## config.mk

```make
export PLATFORM = sky130hd
export DESIGN_NAME = xxhash32_sequencer
export DESIGN_NICKNAME = d
export VERILOG_FILES = /design/src/rtl/xxhash32_pkg.sv /design/src/rtl/xxhash32_sequencer.sv
export SDC_FILE = /design/constraint.sdc
export NUM_CORES = 1
export LEC_CHECK = 0
export ABC_AREA = 1
export CAP_MARGIN = 15
export CORE_MARGIN = 5
export CORE_UTILIZATION = 40
export CTS_CLUSTER_DIAMETER = 120
export DETAILED_ROUTE_END_ITERATION = 10
export PLACE_DENSITY = 0.77
export SLEW_MARGIN = 20
export SYNTH_ARGS = -nofsm -noshare
export SYNTH_HDL_FRONTEND = slang
export SYNTH_SLANG_ARGS = --single-unit
```

## constraint.sdc

```tcl
create_clock -name clk -period 1.59 [get_ports clk]
set_input_delay 0.318 -clock clk [delete_from_list [all_inputs] [get_ports clk]]
set_output_delay 0.318 -clock clk [all_outputs]
set_load 0.005 [all_outputs]
```

## src/rtl/xxhash32_pkg.sv

```systemverilog
// Shared word/count widths and state encoding for the xxHash32 sequencer.
package xxhash32_pkg;

    localparam int WORD_SIZE = 32;
    localparam int COUNT_W   = 16;

    typedef enum logic [2:0] {
        IDLE,
        SEED,
        FEED,
        REQ,
        DONE
    } seq_state_e;

endpackage

```

## src/rtl/xxhash32_sequencer.sv

```systemverilog
// Drives an xxHash32 core through seed / word feed / hash request for one
// command at a time, with a bounded wait for the core's result.
module xxhash32_sequencer
    import xxhash32_pkg::*;
#(
    parameter int TIMEOUT_CYCLES = 1024
) (
    input  logic                 clk,
    input  logic                 rst_n,
    input  logic                 cmd_valid,
    output logic                 cmd_ready,
    input  logic [WORD_SIZE-1:0] cmd_seed,
    input  logic [COUNT_W-1:0]   cmd_count,
    input  logic                 in_valid,
    output logic                 in_ready,
    input  logic [WORD_SIZE-1:0] in_data,
    output logic                 out_valid,
    input  logic                 out_ready,
    output logic [WORD_SIZE-1:0] out_hash,
    output logic                 out_error,
    output logic                 core_seed_in,
    output logic                 core_add_to_hash,
    output logic                 core_request_hash,
    output logic [WORD_SIZE-1:0] core_input_bytes,
    input  logic                 core_hash_ready,
    input  logic [WORD_SIZE-1:0] core_output_hash
);

    localparam int               TMO_W    = $clog2(TIMEOUT_CYCLES + 1);
    localparam logic [TMO_W-1:0] TMO_LAST = TMO_W'(TIMEOUT_CYCLES - 1);

    seq_state_e         state;
    logic [COUNT_W-1:0] remaining;
    logic [TMO_W-1:0]   tmo_cnt;

    always_ff @(posedge clk) begin
        if (!rst_n) begin
            state             <= IDLE;
            remaining         <= '0;
            tmo_cnt           <= '0;
            cmd_ready         <= 1'b1;
            in_ready          <= 1'b0;
            out_valid         <= 1'b0;
            out_hash          <= '0;
            out_error         <= 1'b0;
            core_seed_in      <= 1'b0;
            core_add_to_hash  <= 1'b0;
            core_request_hash <= 1'b0;
            core_input_bytes  <= '0;
        end else begin
            core_seed_in     <= 1'b0;
            core_add_to_hash <= 1'b0;
            unique case (state)
                IDLE: begin
                    if (cmd_valid && cmd_ready) begin
                        cmd_ready        <= 1'b0;
                        remaining        <= cmd_count;
                        core_seed_in     <= 1'b1;
                        core_input_bytes <= cmd_seed;
                        state            <= SEED;
                    end
                end
                SEED: begin
                    tmo_cnt <= '0;
                    if (remaining == '0) begin
                        state <= REQ;
                    end else begin
                        in_ready <= 1'b1;
                        state    <= FEED;
                    end
                end
                FEED: begin
                    // in_ready is only ever high with remaining > 0, so no underflow
                    if (in_valid && in_ready) begin
                        core_add_to_hash <= 1'b1;
                        core_input_bytes <= in_data;
                        remaining        <= remaining - 1'b1;
                        if (remaining == COUNT_W'(1)) begin
                            in_ready <= 1'b0;
                            tmo_cnt  <= '0;
                            state    <= REQ;
                        end
                    end
                end
                REQ: begin
                    // request rises one cycle after entry so it never overlaps the last add pulse
                    if (core_request_hash && core_hash_ready) begin
                        core_request_hash <= 1'b0;
                        out_hash          <= core_output_hash;
                        out_error         <= 1'b0;
                        out_valid         <= 1'b1;
                        state             <= DONE;
                    end else if (tmo_cnt == TMO_LAST) begin
                        core_request_hash <= 1'b0;
                        out_hash          <= '0;
                        out_error         <= 1'b1;
                        out_valid         <= 1'b1;
                        state             <= DONE;
                    end else begin
                        core_request_hash <= 1'b1;
                        tmo_cnt           <= tmo_cnt + 1'b1;
                    end
                end
                DONE: begin
                    if (out_ready) begin
                        out_valid <= 1'b0;
                        cmd_ready <= 1'b1;
                        state     <= IDLE;
                    end
                end
                default: state <= IDLE;
            endcase
        end
    end

endmodule

```

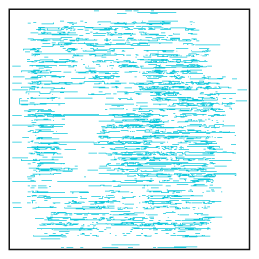
(run_1/m1.png)
Drawn at 2 px/um.
The layer carries 6620 um of wire. The longest straight run is 31.7 um. 933 nets have wire on it. The layer holds 42% of the routed length. The wires run mostly horizontal.
M1 GR Usage: 24.8%
via count: 5421

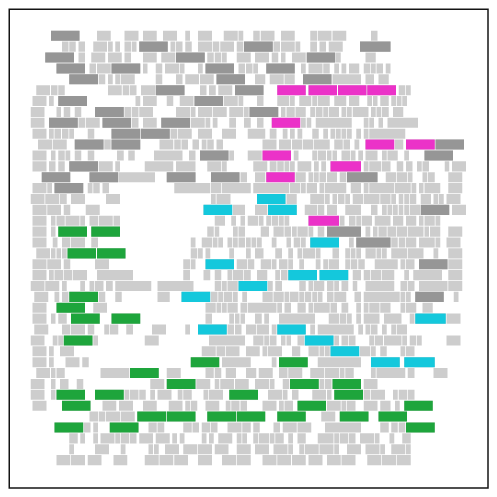
(run_1/ff_map.png)
Drawn at 4 px/um. Other sequential cells in the stronger gray, the rest of the logic in the fainter gray.
remaining: marked cyan, flops 16. core_input_bytes: marked green, flops 32. tmo_cnt: marked magenta, flops 11.

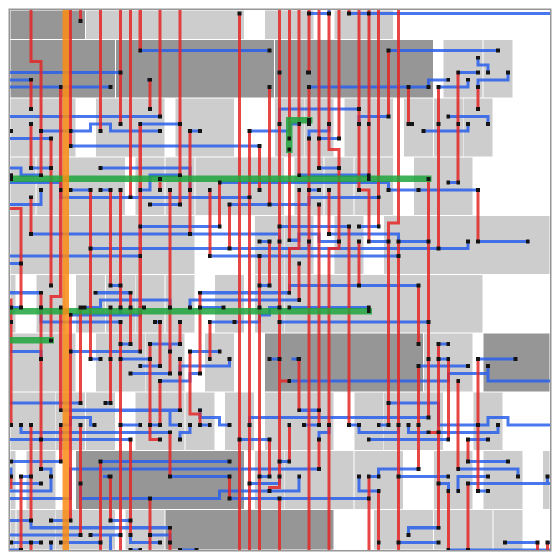
(run_1/closeup.png)
Region (77, 77) to (102, 102) um. Cells in gray, sequential cells in the stronger gray; small squares are vias.
M4: marked orange. M2: marked red. M1: marked blue. M3: marked green.
Sequential cells in the window: 6. Netlist names of flops here include tmo_cnt (5), state (1). Most frequent: nand2_1 (17), nor2_1 (7), inv_1 (6). 67 logic cells have their middle in the window.

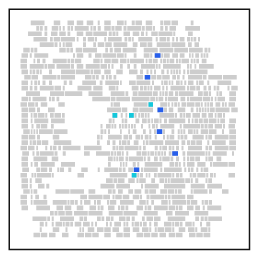
(run_1/gates.png)
Drawn at 2 px/um.
non-inverting ao/oa cells: marked cyan, cells 4, where middle. xor and xnor cells: marked blue, cells 6.
non-filler instance count after layout: 1062
combinational share of cell area: 32.7%

## run 1: per-layer routing
layer / share of wire [%] / GRT usage, % / vias up / wire [um]
li1: - / - / 2726 / -
met1: 42 / 24.8 / 2505 / 6620
met2: 50 / 35.6 / 165 / 7910
met3: 5.8 / 5.37 / 25 / 923
met4: 2.2 / 6.80 / 0 / 354
met5: 0 / 0 / - / 0
## run 1: what timing repair did
action,CTS,global route
resized,4,41
setup buffers,0,5
gates cloned,0,5
endpoints found under the setup margin,41,82
pin swaps,0,12
## run 1: kinds of logic after synthesis
family                     after synthesis  synth area share, %
DFF                                    101                 42.3
buffers and inverters                   79                 7.07
adders and majority gates                3                0.785
AOI/OAI and AO/OA                      160                 18.3
xor gates and xnor gates                 6                 1.10
and+or+nand+nor                        337                 30.5
## run 1: power breakdown
part	internal [W]	leakage (nW)	total, W	switching [W]
logic	0.00267	2.11	0.00551	0.00284
registers	0.00304	0.827	0.00338	0.000341
clock network	0.00128	0.149	0.00228	0.00100
## run 1: state kept, by name (all words and copies together), names as in the netlist
name	count
remaining	16
core_add_to_hash	1
cmd_ready	1
core_request_hash	1
tmo_cnt	11
in_ready	1
core_seed_in	1
out_error	1
state	3
out_hash	32
out_valid	1
core_input_bytes	32
## run 1: worst paths after layout
path,cells past startpoint,slack [ns],end
setup / recovery,1,0.05,core_request_hash
hold / removal,2,0.45,out_valid
setup reg to reg,9,0.06,tmo_cnt[8]
hold reg to reg,2,0.45,out_valid
## run 1: layout make-up
type                    instances  area, um2
well taps                     147        184
clock buffers                  10        239
flip-flops and latches        101       2040
inverters                      37        139
fillers                      1021       4060
clock inverters                 6       68.8
multi-input cells             507       2550
repair buffers                254       2580
==> results.toml, run 1 <==
# synthesis and place-and-route metrics
[routing]
dr.pass1.iters = 5
avgRoutedWirePerCell_um = 14.9
drc_errors = 0
via_per_inst = 5.10
detail-route-antenna-nets = 0
dr.first_iter.drc_count = 369

[outcome]
status = "finished, final reports clean"

[placed_design]
placed_cells = 1036
dp_hpwl_um = 10900
port_buffers = 188
place_ws_ns = -0.209

[critical_path]
crit_path_start_kind = "flop"
startpoint = "core_request_hash"
crit_slowest_cell = "clkdlybuf4s50_1"
r2r-start = "remaining[7]"
cp_cell_sequence = "clkdlybuf4s50_1"
critPathKind = "flop to primary output"
crit_family = "buffers and inverters"
critPathBufInv = 1
crit_path_end_kind = "primary output"
cp.arrival_ns = 1.22
required_ns = 1.27

[power_and_ir_drop]
p_leak_nw = 3.08
peakVddDrop_mv = 0.670
powerDensity_nw_per_um2 = 1430
power.total_w = 0.0112

[final_layout]
drive_above_1_share_pct = 15.1
antenna_cells = 0
area_growth_pct = 63.2
lay_top_cells = "194 x nand2_1, 187 x clkdlybuf4s50_1, 93 x dfxtp_1"
mostFrequentLayoutCell = "nand2_1"
fin_area_um2 = 7800
utilization_pct = 65.8

[synth]
ys_async_sr_fraction_pct = 0
yosysUniqueCellTypes = 37
syn_inst = 686
synth_area_um2 = 4780
top_area_cell = "dfxtp_1"
floorplan.nets = 807
yosys_warnings = 0
ys_cells = 686
syn_avg_cell_area_um2 = 6.97
top_area_share_pct = 42.3
common_cells = "200 x nand2_1, 101 x dfxtp_1, 62 x a21oi_1, 57 x nand3_1, 52 x nor2_1"
yosysChipArea_um2 = 4780
ys_dominant_reg_cell = "dfxtp_1"
edf_count = 0
synth_top_cell_by_count = "nand2_1"

[die]
core_area_um2 = 11900
die_y_um = 119
core_util_floorplan_pct = 40.3
num_io_pins = 189
rows = 40
die_area_um2 = 14200
fp.dieW_um = 119

[sta]
worst_pin_slew_ns = 0.334
relSlewSlack_pct = 77.7
finalSetupViolCount = 0
min_period_over_period_pct = 96.7
whs_ns = 0.447
finalSetupTns_ns = 0
rsz0062_at_grt = "yes"
min_period_ns = 1.54
hold_violations = 0
slew_viol_final = 0
worst_slack_ns = 0.0520
skew_ns = 0.00602

[min_path]
worstHoldStart = "out_valid"
holdCritPathClass = "flop to flop"

[cts]
clock_sinks = 101
cts.clk_slew.worst_paths_ns = 0.07
ctsHoldBuffers = 0
htreeDepth = 3
cts_root_buf = "clkbuf_16"
cts_tree = "done"
cts_buffers = 9
worst_skew_pair.late_latency_ns = 0.34

[grt]
antenna_found_initial = 0
grt_use_total_pct = 20.6
grt_pass1_vias = 5132
grt_max_degree = 52

[job]
warnings = 29
max-cap-violations = 0
==> run 2: changes to the inputs <==
--- a/config.mk
+++ b/config.mk
@@ -7,11 +7,14 @@
 export LEC_CHECK = 0
 export ABC_AREA = 1
 export CAP_MARGIN = 15
+export CELL_PAD_IN_SITES_DETAIL_PLACEMENT = 2
+export CELL_PAD_IN_SITES_GLOBAL_PLACEMENT = 2
 export CORE_MARGIN = 5
-export CORE_UTILIZATION = 40
+export CORE_UTILIZATION = 24
 export CTS_CLUSTER_DIAMETER = 120
 export DETAILED_ROUTE_END_ITERATION = 10
-export PLACE_DENSITY = 0.77
+export PLACE_DENSITY = 0.83
+export SKIP_CTS_REPAIR_TIMING = 1
 export SLEW_MARGIN = 20
 export SYNTH_ARGS = -nofsm -noshare
 export SYNTH_HDL_FRONTEND = slang
==> constraint.sdc (replaced) <==
create_clock -name clk -period 1.8 [get_ports clk]
set_input_delay 0.36 -clock clk [delete_from_list [all_inputs] [get_ports clk]]
set_output_delay 0.36 -clock clk [all_outputs]
set_load 0.005 [all_outputs]
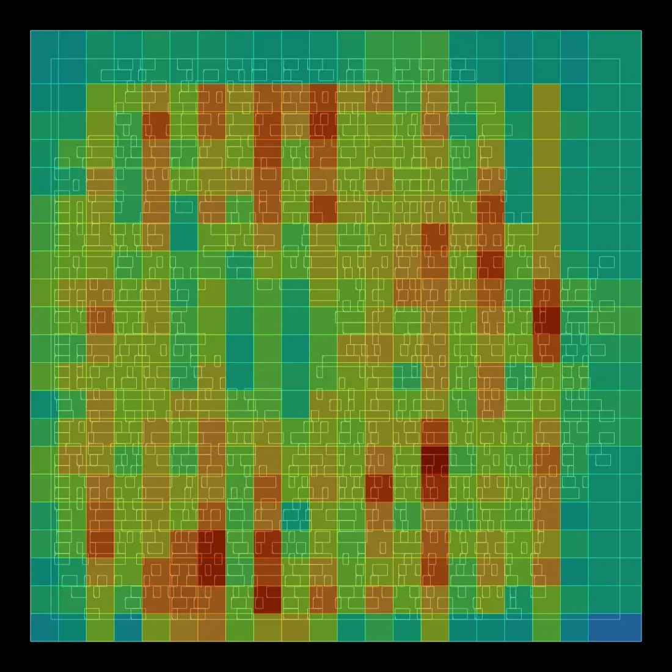
(run_2/congestion_map.png)
met2 Use GR: 30.6%
Avg WL per Cell: 17.5 um
M1 GR Usage: 20.0%
GR Util met3: 5.15%
Core Util, Final: 38.6%

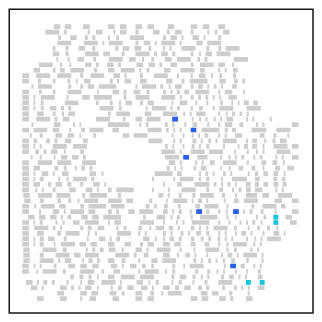
(run_2/gates.png)
Drawn at 2 px/um.
xor and xnor cells: marked blue, cells 6. non-inverting ao/oa cells: marked cyan, cells 4, where bottom right.

==> run 2 against run 1 <==
Sequential power fell by 12%. Setup slack got worse by 0.028 ns. Non-clock buffer count fell by 26. Total power fell by 15%. Sequential share of layout area rose by 0.75 points. Register-to-register slack barely moved. First-iteration DRC count fell by 66%. Final cell count rose by 8.7%. Largest cell class is now logic gates. Critical path type is now primary input to flop.
==> results.toml, run 2 <==
# synthesis and place-and-route metrics
[sta]
relSlewSlack_pct = 61.9
whs_ns = 0.456
min_period_over_period_pct = 98.7
worst_pin_slew_ns = 0.571
slew_viol_final = 0
finalSetupViolCount = 0
skew_ns = 0.00775
min_period_ns = 1.78

[synth]
syn_inst = 686
fa_ha_area_share_pct = 0.785
synthXorXnorAreaFrac_pct = 1.10
synth_area_um2 = 4780
ys_sh_simple_pct = 30.5
ys_dominant_reg_cell = "dfxtp_1"
aoi_share_pct = 18.3
syn_avg_cell_area_um2 = 6.97
yosysUniqueCellTypes = 37
edf_count = 0
top_logic_kind = "simple AND/OR/NAND/NOR gates"
ys_async_sr_fraction_pct = 0
floorplan.nets = 807
mux_area_share_pct = 0
top_area_share_pct = 42.3
common_cells = "200 x nand2_1, 101 x dfxtp_1, 62 x a21oi_1, 57 x nand3_1, 52 x nor2_1"
yosysChipArea_um2 = 4780
top_area_cell = "dfxtp_1"
yosys_warnings = 0
synth_top_cell_by_count = "nand2_1"

[cts]
cts.clk_slew.worst_paths_ns = 0.07
htreeDepth = 3
clock_sinks = 101
cts_buffers = 9
cts_tree = "done"
worst_skew_pair.late_latency_ns = 0.35

[grt]
grt_max_degree = 68
grt_pass1_vias = 5895
grt_use_total_pct = 17.2
antenna_found_initial = 0

[placed_design]
port_buffers = 188
placed_cells = 1135

[critical_path]
cp.arrival_ns = 2.06
crit_path_start_kind = "primary input"
critPathKind = "primary input to flop"
crit_path_end_kind = "flop"
required_ns = 2.08

[routing]
detail-route-antenna-nets = 0
drc_errors = 0
dr_total_vias = 5462
dr.pass1.iters = 6
dr.first_iter.drc_count = 127

[job]
max-cap-violations = 0
warnings = 27

[die]
core_util_floorplan_pct = 24.5
num_io_pins = 189
fp.dieW_um = 151
die_area_um2 = 22800

[power_and_ir_drop]
powerDensity_nw_per_um2 = 1260
peakVddDrop_mv = 0.604
p_leak_nw = 2.87

[min_path]
holdCritPathClass = "flop to flop"

[final_layout]
mostFrequentLayoutCell = "nand2_1"
antenna_cells = 0
lay_top_cells = "198 x nand2_1, 187 x clkdlybuf4s50_1, 98 x dfxtp_1"
drive_above_1_share_pct = 10.6
fin_cells = 1154
reg_top3 = "core_input_bytes (32), out_hash (32), remaining (16)"

[outcome]
status = "finished, final reports clean"
-- run 2: cell counts after synthesis --
Identical to the previous run, type by type.
-- run 2: metrics by stage --
stage / instance area [um2] / worst slack [ns] / TNS [ns] / total power, W
2_1_floorplan: 4780 / 0.182 / 0 / 0.00534
3_3_place_gp: 7140 / -0.261 / -8.03 / 0.00717
3_5_place_dp: 7140 / -0.349 / -11.37 / 0.00732
4_1_cts: 7440 / -0.137 / -0.453 / 0.00943
5_1_grt: 7540 / -0.0700 / -0.115 / 0.0102
6_report: 7540 / 0.0239 / 0 / 0.00951
-- run 2: final cells by class --
| class | instances | area, um2 |
|---|---|---|
| Clock buffer | 11 | 243 |
| Fill cell | 2298 | 12000 |
| Timing Repair Buffer | 228 | 2280 |
| Tap cell | 265 | 332 |
| Clock inverter | 5 | 58.8 |
| Multi-Input combinational cell | 507 | 2460 |
| Sequential cell | 101 | 2030 |
| Inverter | 37 | 139 |
-- run 2: path summary, 6_finish.rpt --
check        slack (ns)    endpoint         start  depth (start not counted)
min reg2reg        0.46   out_valid     out_valid                          2
max                0.02  tmo_cnt[7]      in_valid                         10
min                0.46   out_valid     out_valid                          2
max reg2reg        0.07  tmo_cnt[7]  remaining[8]                          9
-- run 2: report_power, final --
group	switching, W	internal (W)	total [W]
clock	0.000925	0.00112	0.00205
sequential	0.000316	0.00267	0.00298
combinational	0.00253	0.00195	0.00448
-- run 2: metal layers --
layer  GRT usage, %  routed length, um
met4           4.76                374
met5              0                  0
met2           30.6              10300
met1           20.0               8430
met3           5.15               1060
-- run 2: critical path, cell delays in order --
cell             delay (ns)
clkdlybuf4s50_1        0.47
nand2_1                0.09
buf_4                  0.14
nand3_1                0.10
nand2_1                0.10
nor2_4                 0.14
nand2_2                0.12
nor2_2                 0.28
nand2_1                0.12
a21oi_1                0.13
==> run 3: changes to the inputs <==
--- a/config.mk
+++ b/config.mk
@@ -13,7 +13,7 @@
 export CORE_UTILIZATION = 24
 export CTS_CLUSTER_DIAMETER = 120
 export DETAILED_ROUTE_END_ITERATION = 10
-export PLACE_DENSITY = 0.83
+export PLACE_DENSITY = 0.87
 export SKIP_CTS_REPAIR_TIMING = 1
 export SLEW_MARGIN = 20
 export SYNTH_ARGS = -nofsm -noshare
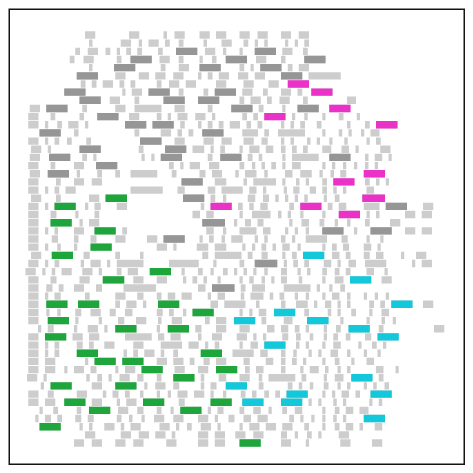
(run_3/ff_map.png)
Drawn at 3 px/um. Other sequential cells in the stronger gray, the rest of the logic in the fainter gray.
tmo_cnt: marked magenta, flops 11. remaining: marked cyan, flops 16. core_input_bytes: marked green, flops 32.
Another 42 sequential cells are not colored.
Core Util, Final: 39.0%
register area: 2030 um2
seq pwr: 0.00299 W

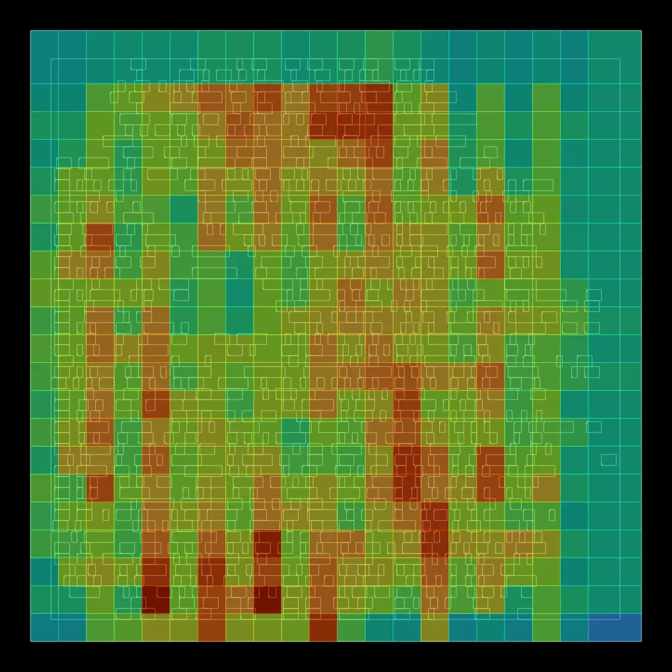
(run_3/congestion_map.png)
gr busiest metal: met2
M1 GR Usage: 20.6%
all-layer global routing usage: 17.9%

==> run 3 against run 2 <==
Register-to-register slack improved by 0.03 ns. Highest routed layer unchanged. Core utilization up 0.36 points. Final cell count stayed put. Global-route usage grew 0.69 points. Clock skew is 0.0015 ns lower. Largest power group unchanged. Critical path depth did not move. Critical endpoint is now tmo_cnt[8]. Largest cell class unchanged.
==> results.toml, run 3 <==
# synthesis and place-and-route metrics
[sta]
skew_ns = 0.00628
hold_violations = 0
relSlewSlack_pct = 69.8
slew_viol_final = 0
min_period_ns = 1.70
finalSetupTns_ns = 0
min_period_over_period_pct = 94.7

[critical_path]
cp.arrival_ns = 2.00
crit_path_end_kind = "flop"
critPathKind = "primary input to flop"

[placed_design]
dp_hpwl_um = 15200

[grt]
met3_usage_pct = 4.61
grt_max_degree = 43
grt_pass1_vias = 6047

[outcome]
status = "finished, final reports clean"

[cts]
cts_tree = "done"
cts.clk_slew.worst_paths_ns = 0.07
worst_skew_pair.late_latency_ns = 0.36
htreeDepth = 3
cts_root_buf = "clkbuf_16"
clock_sinks = 101

[synth]
yosysUniqueCellTypes = 37
yosysChipArea_um2 = 4780
floorplan.nets = 807
edf_count = 0
top_area_cell = "dfxtp_1"
synth_area_um2 = 4780

[power_and_ir_drop]
intPower_w = 0.00601
peakVddDrop_mv = 0.628
pwr-share-comb_pct = 46.1
p_switching_w = 0.00386

[die]
die_area_um2 = 22800
num_io_pins = 189
core_util_floorplan_pct = 24.5
rows = 51

[routing]
detail-route-antenna-nets = 0
highest_layer = "met4"
avgRoutedWirePerCell_um = 17.7

[job]
max-cap-violations = 0

[final_layout]
lay_top_cells = "197 x nand2_1, 188 x clkdlybuf4s50_1, 97 x dfxtp_1"
drive_above_1_share_pct = 10.6
## run 3: cell counts after synthesis
Identical to the previous run, type by type.
## run 3: final timing paths
check	startpoint	to	slack (ns)	cells past startpoint
worst max-delay path	in_valid	tmo_cnt[8]	0.1	10
worst min-delay path	out_valid	out_valid	0.47	2
worst max register to register	remaining[8]	tmo_cnt[8]	0.1	9
worst min register to register	out_valid	out_valid	0.47	2
## run 3: logic make-up after synthesis
family / synth area share (%)
adders and majority gates: 0.785
buffers and inverters: 7.07
DFF: 42.3
and+or+nand+nor: 30.5
AOI/OAI and AO/OA: 18.3
xor gates and xnor gates: 1.10
## run 3: layout make-up
cell class                 count  area (um2)  area share, %
sequential                   101        2030           26.6
inverter                      37         144           1.89
clock buffer                   9         225           2.96
multi-input combinational    507        2480           32.6
timing repair buffer         228        2280           29.9
clock inverter                 7         123           1.61
tap                          265         332           4.36
## run 3: power by group through the flow
| stage | Clock [W] | Sequential, W | Combinational [W] |
|---|---|---|---|
| finish | 0.00234 | 0.00299 | 0.00455 |
| floorplan | 0 | 0.00298 | 0.00235 |
| detailed placement | 0 | 0.00302 | 0.00441 |
| global route | 0.00249 | 0.00305 | 0.00506 |
| CTS | 0.00240 | 0.00298 | 0.00448 |
| global placement | 0 | 0.00299 | 0.00425 |
## run 3: per-stage QoR
step | worst slack (ns) | area [um2]
6_report | 0.0961 | 7610
5_1_grt | -0.0140 | 7610
4_1_cts | -0.0634 | 7520
3_5_place_dp | -0.216 | 7170
3_3_place_gp | -0.159 | 7170
2_1_floorplan | 0.182 | 4780
## run 3: worst max-delay path, stage by stage
cell and delay [ns]:
clkdlybuf4s50_1 0.45, nand2_1 0.10, buf_4 0.15, nand3_1 0.10, nand2_1 0.10, nor2_4 0.15
nand2_2 0.12, nor2_2 0.24, nand2_1 0.09, a21oi_1 0.12
No activity file was given, so power comes from the tool's default toggle rates.
